File: src/rtl/if_fetch.sv
// Instruction-fetch stage: owns the PC, picks the next fetch address and
// presents either a fetched word or a NOP bubble to the IF/ID register.
module if_fetch #(
    parameter logic [31:0] RESET_PC   = 32'h0000_0000,
    parameter logic [31:0] EXC_VECTOR = 32'h8000_0180
) (
    input  logic        CLK,
    input  logic        RESET,
    input  logic        stall,
    input  logic        branch_taken,
    input  logic [31:0] branch_target,
    input  logic        jump,
    input  logic [31:0] jump_target,
    input  logic        exception,
    output logic        imem_req,
    output logic [31:0] imem_addr,
    input  logic        imem_ready,
    input  logic [31:0] imem_rdata,
    output logic        out_valid,
    output logic [31:0] out_inst,
    output logic [31:0] out_PCplus4
);

    localparam logic [31:0] NOP_INST    = 32'h2000_0000;
    localparam logic [31:0] BUBBLE_PC4  = 32'hFFFF_FFFF;
    localparam logic [31:0] EXC_ALIGNED = {EXC_VECTOR[31:2], 2'b00};

    typedef enum logic [1:0] {
        ST_BOOT  = 2'd0,
        ST_FETCH = 2'd1,
        ST_HELD  = 2'd2
    } state_t;

    state_t      r_state;
    state_t      w_next_state;
    logic [31:0] r_pc;
    logic [31:0] r_hold_buf;
    logic [31:0] w_next_pc;
    logic [31:0] w_pc_plus4;
    logic [31:0] w_branch_aligned;
    logic [31:0] w_jump_aligned;
    logic        w_hold_load;
    logic        w_req;
    logic        w_valid;

    assign w_pc_plus4       = r_pc + 32'd4;
    assign w_branch_aligned = {branch_target[31:2], 2'b00};
    assign w_jump_aligned   = {jump_target[31:2], 2'b00};

    // Next-state / next-PC selection; priority is exception > stall > branch > jump > sequential.
    always_comb begin
        w_next_state = r_state;
        w_next_pc    = r_pc;
        w_hold_load  = 1'b0;
        w_req        = 1'b0;
        w_valid      = 1'b0;
        case (r_state)
            ST_BOOT: begin
                w_next_state = ST_FETCH;
                if (exception) begin
                    w_next_pc = EXC_ALIGNED;
                end else begin
                    w_next_pc = r_pc;
                end
            end
            ST_FETCH: begin
                w_req   = 1'b1;
                w_valid = imem_ready & ~exception;
                if (exception) begin
                    w_next_pc = EXC_ALIGNED;
                end else if (stall) begin
                    if (imem_ready) begin
                        w_hold_load  = 1'b1;
                        w_next_state = ST_HELD;
                    end else begin
                        w_next_state = ST_FETCH;
                    end
                end else if (branch_taken) begin
                    w_next_pc = w_branch_aligned;
                end else if (jump) begin
                    w_next_pc = w_jump_aligned;
                end else if (imem_ready) begin
                    w_next_pc = w_pc_plus4;
                end else begin
                    w_next_pc = r_pc;
                end
            end
            ST_HELD: begin
                w_valid = ~exception;
                if (exception) begin
                    w_next_pc    = EXC_ALIGNED;
                    w_next_state = ST_FETCH;
                end else if (stall) begin
                    w_next_state = ST_HELD;
                end else if (branch_taken) begin
                    w_next_pc    = w_branch_aligned;
                    w_next_state = ST_FETCH;
                end else if (jump) begin
                    w_next_pc    = w_jump_aligned;
                    w_next_state = ST_FETCH;
                end else begin
                    w_next_pc    = w_pc_plus4;
                    w_next_state = ST_FETCH;
                end
            end
            default: begin
                w_next_state = ST_BOOT;
                w_next_pc    = RESET_PC;
            end
        endcase
    end

    // State, PC and held-word registers.
    always_ff @(posedge CLK or negedge RESET) begin
        if (!RESET) begin
            r_state    <= ST_BOOT;
            r_pc       <= RESET_PC;
            r_hold_buf <= NOP_INST;
        end else begin
            r_state <= w_next_state;
            r_pc    <= w_next_pc;
            if (w_hold_load) begin
                r_hold_buf <= imem_rdata;
            end
        end
    end

    // IF/ID-facing outputs; the word source follows the state, bubbles otherwise.
    always_comb begin
        out_inst    = NOP_INST;
        out_PCplus4 = BUBBLE_PC4;
        if (w_valid) begin
            out_PCplus4 = w_pc_plus4;
            if (r_state == ST_HELD) begin
                out_inst = r_hold_buf;
            end else begin
                out_inst = imem_rdata;
            end
        end else begin
            out_inst    = NOP_INST;
            out_PCplus4 = BUBBLE_PC4;
        end
    end

    assign imem_req  = w_req;
    assign imem_addr = r_pc;
    assign out_valid = w_valid;

endmodule

File: config.mk
export PLATFORM = sky130hd
export DESIGN_NAME = if_fetch
export DESIGN_NICKNAME = d
export VERILOG_FILES = /design/src/rtl/if_fetch.sv
export SDC_FILE = /design/constraint.sdc
export NUM_CORES = 1
export LEC_CHECK = 0
export CAP_MARGIN = 20
export CORE_ASPECT_RATIO = 1.2
export CORE_UTILIZATION = 25
export CTS_CLUSTER_SIZE = 30
export DETAILED_ROUTE_END_ITERATION = 8
export GPL_TIMING_DRIVEN = 1
export HOLD_SLACK_MARGIN = 0.08
export PLACE_DENSITY = 0.53
export SKIP_LAST_GASP = 1
export SLEW_MARGIN = 10
export SYNTH_ARGS = -nofsm -noshare
export SYNTH_HDL_FRONTEND = slang
export SYNTH_SLANG_ARGS = --single-unit
File: constraint.sdc
create_clock -name CLK -period 6.5 [get_ports CLK]
set_clock_uncertainty 0.1 [all_clocks]
set_input_delay 1.3 -clock CLK [delete_from_list [all_inputs] [get_ports CLK]]
set_output_delay 1.3 -clock CLK [all_outputs]
set_load 0.05 [all_outputs]
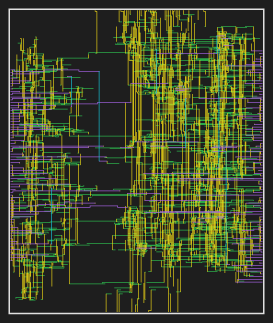
Figure 1: routed metal, one color a layer.
Drawn at 2 px/um.
metal 3 -> purple  # wire length 1,840 um
metal 2 -> yellow  # wire length 8,530 um
metal 4 -> cyan  # wire length 257 um
metal 1 -> green  # wire length 7,060 um
overall via count from detail_route: 4,690
global routing usage summed across all routing layers: 0.188
average wire per standard cell: 19.2 um
total wirelength of the detailed-routed design: 17.7 mm

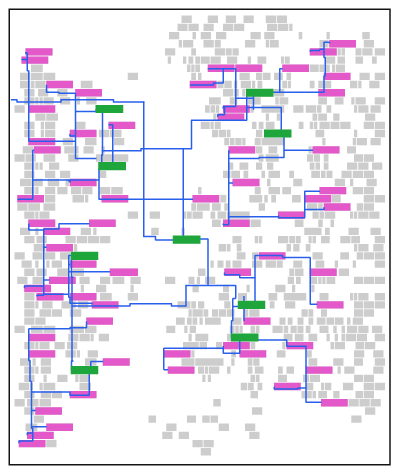
Figure 2: clock network drawn from the DEF.
Drawn at 3 px/um.
flip-flops -> magenta  # count 64
clock wires -> blue  # length 1,230 um
clock drivers -> green  # count 9
routed clock nets = 10
relative contribution of the clock network to total power: 0.202
Insertion Delay late pin: 0.34 ns

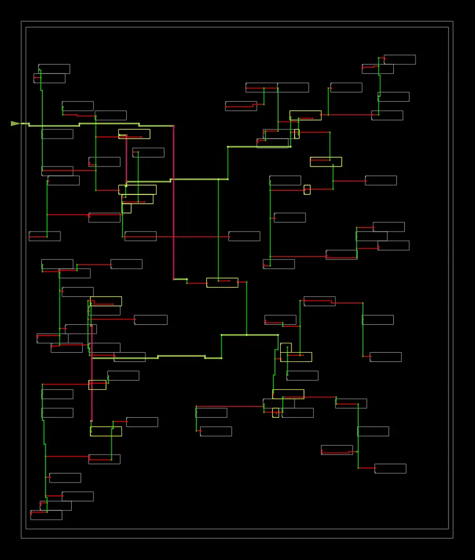
Figure 3: the clock network.
clock buffer count: 11
clock group power: 0.502 mW
CTS sink cnt: 64
CTS buffer count: 9
flop count: 64

==> run notes <==
Implementation summary

Summing all placed instances gives a cell area of 0.00676 mm^2. The count of cells in the finished layout, fillers not included, comes to approximately 920. The total power per unit cell area is between 300 and 400 mW/mm^2.

The worst register-to-register path has a depth of 7. The total combinational power is between 1 and 1.5 mW. The count of hold buffers inserted by post-cts repair is 0. The number of max-capacitance violations reported is 0. Per the timing report, the most critical flop-to-flop path originates at r_state[0]$_DFFE_PN0P_. The critical path class is primary input to primary output. The post-synth design cell area is about 0.0046 mm^2. Yosys reported that registers with async set or reset make up 1.00. The worst setup slack before clock tree synthesis is just over 1 ns. Summed over all nets, wire length on met2 after detailed routing comes to roughly 8.5 mm.

The share of total power consumed by net switching is 0.458. The fraction of the cycle the final worst path needs is 0.842. According to the timing report, the critical path is captured at out_PCplus4[22].

The clock tree from TritonCTS is built. The wire length of the first global-routing pass is approximately 27 mm. The floorplan-stage core utilization is 0.256.

In this run, the synthesized area fraction spent on adder and majority cells is recorded as 0.0162. The number of cells on the worst hold path is 1. For this run, the register share of the synthesized area comes to 0.345. The overall power consumption is approximately 2.5 mW.

The share of the core filled with cells in the final layout is 0.388. Setup repair after global routing left no endpoint under its margin. The dominant kind of combinational cell is simple AND/OR/NAND/NOR gates. The register cell area after layout is 0.00160 mm^2. The cell-mix breakdown from Yosys lists the compound-gate area share as 0.177. Final hold analysis gives a worst-case slack of 0.409 ns.

The summed negative setup slack over all endpoints is 0 ns. The number of placed cells counting well taps is 904. The worst hold path startpoint is r_hold_buf[26]$_DFFE_PN0P_.

The horizontal die dimension is ~130 um. The first routing iteration left between 200 and 250 violations. The post-cts sizing count is 0.

For this run, the top clock speed supported by timing is roughly 0.18 GHz. The commonest register cell is dfrtp_1. In the log, the iteration count for the first detailed-route pass is 5.

The number of cells reported by Yosys stat comes to 514. The vertical die dimension reported for this design is approximately 150 um. The synthesized instance count is approximately 500. In this run the mean area of a mapped cell was approximately 9 um^2.

The portion of synthesized area spent on multiplexers is 0.149. The clock tree root driver cell is clkbuf_16. Per the cell usage report, the commonest logic cells after layout are clkdlybuf4s50_1 (192), dfrtp_1 (63), nor2_1 (58). The hold violation total from the final report is 0. Counting flops and latches in the post-synthesis netlist gives between 60 and 70.

The worst setup path startpoint is exception. Per the finish-stage timing summary, setup violations number 0. The leading power group is combinational cells. The type of element launching the critical path is a primary input. The flop-to-flop setup slack is between 3 and 4 ns. The number of antenna diodes in the final layout is 0.

The leakage power in the latest report is between 2 and 3 nW. The global-route congestion overflow total is 0. The synthesized-area fraction occupied by xor and xnor cells is 0.0471. Buffers added to address setup during post-CTS repair amount to 0. The endpoint identified for the worst register-to-register timing path is imem_addr[19]$_DFFE_PN0P_. The critical path in the final layout is reported with a setup slack of 1.03 ns. According to the Yosys statistics, the synthesized design has a chip area of about 0.0046 mm^2. The maximum fanout along the worst path is 20.

In this run the remaining antenna-violating nets after routing total 0. Per the synthesis report, the simple-gate share of the synthesized area is 0.218. The run finished with clean final reports. The net switching component of the power is around 1.1 mW. The number of enable-type register cells in the synthesized netlist is 0.

Counting the fill cells in the layout gives 1,859. The worst hold-check path type is register to register. The layout cell share with drive strength beyond 1 is 0.116. The detailed placement HPWL is 12.9 mm. The final period demand of the worst path is roughly 5.5 ns. STA shows the worst min-delay path finishing at r_hold_buf[26]$_DFFE_PN0P_. The number of global-route vias before repair is 4,945. STA classifies the critical path endpoint as a primary output. Per the detail_route log, met3 wirelength is between 1.5 and 2 mm.

According to the timing report, the arrival time at the worst endpoint equals 4.07 ns. The portion of total power attributed to combinational logic is 0.512. After its last routability iteration, the placer logged a weighted congestion of ~0.82.

The row count is 54. After floorplanning, the core was sized to cover between 0.015 and 0.02 mm^2. The top metal layer carrying routed signals is met4. The largest voltage drop on the vdd net is roughly 0.14 mV.

For this design the top-level I/O count stands at 201. The count of buffers inserted at the top-level ports is 194. Warnings raised by the tools during the run amount to 34. The met1 wire length is between 7 and 8 mm. The pin count of the biggest net entering global routing is between 60 and 70. The H-tree was split into 3 levels. The count of distinct cell types in the synthesized netlist is around 65.

The worst slew slack as a fraction of its limit is 0.223. Per the final report, max-transition violations number 0. The sequential power reported by the tool is between 0.7 and 0.8 mW. The remaining routing DRC violations is 0. The synthesis log from Yosys contains 0 warnings.

The initial antenna violation count is 0. Once layout is done, the placed cells without fillers occupy 0.00705 mm^2. The number of buffers between clock root and the deepest sink is 2. The OpenROAD report gives the critical path a required time of ~5 ns. In the CTS report, the clock slew at the register clock pins of the worst setup and hold paths is listed as 0.06 ns. At the end of the flow, the number of nets in the layout was approximately 800. The cell-internal power is ~1.3 mW.

After floorplanning, the die was sized to cover ~0.019 mm^2. The total area of multi-input combinational cells is roughly 0.0028 mm^2. The area growth from synthesis to layout is 51.8%. After detailed routing, the number of vias per cell comes to between 5 and 6.

Looking at the max-slew report, the worst-margin pin has a slew of between 1 and 1.5 ns. The proportion of power drawn by flip-flops and latches is 0.286.
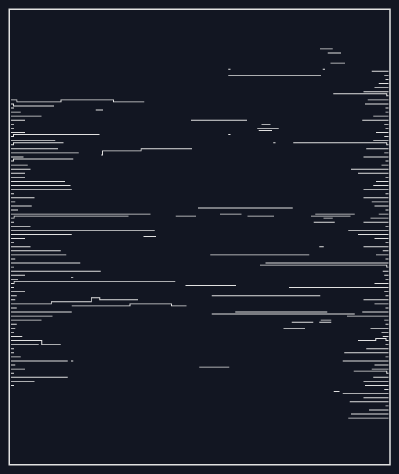
Figure 4: metal 3.
Drawn at 3 px/um.
share of all routed wire = 10%
main direction = horizontal
longest straight run = 53.6 um
nets with wire on the layer = 180
met3 global-route usage: 0.0646

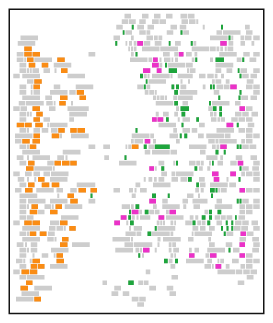
Figure 5: gate-type map.
Drawn at 2 px/um.
non-inverting ao/oa cells -> magenta  # cells 33
nand cells -> green  # cells 89
mux cells -> orange  # cells 65, where a vertical strip on the left
most frequent logic cell in the layout: clkdlybuf4s50_1
logic share of the area: 0.401

state kept, by name, indices dropped and copies added, names as in the netlist:
name / cells
imem_addr: 30
r_hold_buf: 32
r_state: 2
layer usage:
metal / vias up / track usage
li1: 2228 / -
met1: 2220 / 0.212
met2: 225 / 0.330
met3: 17 / 0.0646
met4: 0 / 0.0627
met5: - / 0
cell usage after synthesis, types with 4 or more instances:
cell | instances | area [um^2]
a221o_1 | 5 | 50.1
mux2i_1 | 33 | 330
or3_1 | 5 | 31.3
and3_1 | 7 | 43.8
o21ai_0 | 27 | 135
o22ai_1 | 8 | 50.1
xor2_1 | 14 | 123
nand3_1 | 19 | 95.1
a32o_1 | 4 | 40.0
nor2_1 | 58 | 218
o21a_1 | 4 | 30.0
nand2_1 | 51 | 191
and4_1 | 5 | 43.8
a31oi_1 | 7 | 43.8
o311ai_0 | 6 | 52.6
clkbuf_1 | 22 | 82.6
inv_1 | 11 | 41.3
buf_2 | 6 | 30.0
a22o_1 | 12 | 105
dfrtp_1 | 63 | 1580
nand4_1 | 8 | 50.1
xnor2_1 | 11 | 96.3
mux2_2 | 32 | 360
nand2b_1 | 5 | 31.3
nor3_1 | 7 | 35.0
a21oi_1 | 14 | 70.1
ha_1 | 6 | 75.1
and2_1 | 5 | 31.3
area by class of cell:
type / count / area share
flip-flops and latches: 64 / 0.227
multi-input cells: 402 / 0.401
clock buffers: 11 / 0.0344
inverters: 11 / 0.00585
repair buffers: 203 / 0.284
well taps: 224 / 0.0397
clock inverters: 5 / 0.00798
critical path, stage by stage:
cell	delay, ns
clkdlybuf4s50_1	0.40
buf_4	0.20
nand2b_1	0.20
or2_2	0.32
inv_1	0.59
buf_4	0.29
nand2_1	0.07
clkdlybuf4s50_1	0.70
Power figures rest on the tool's default switching activity, not on a simulated workload.
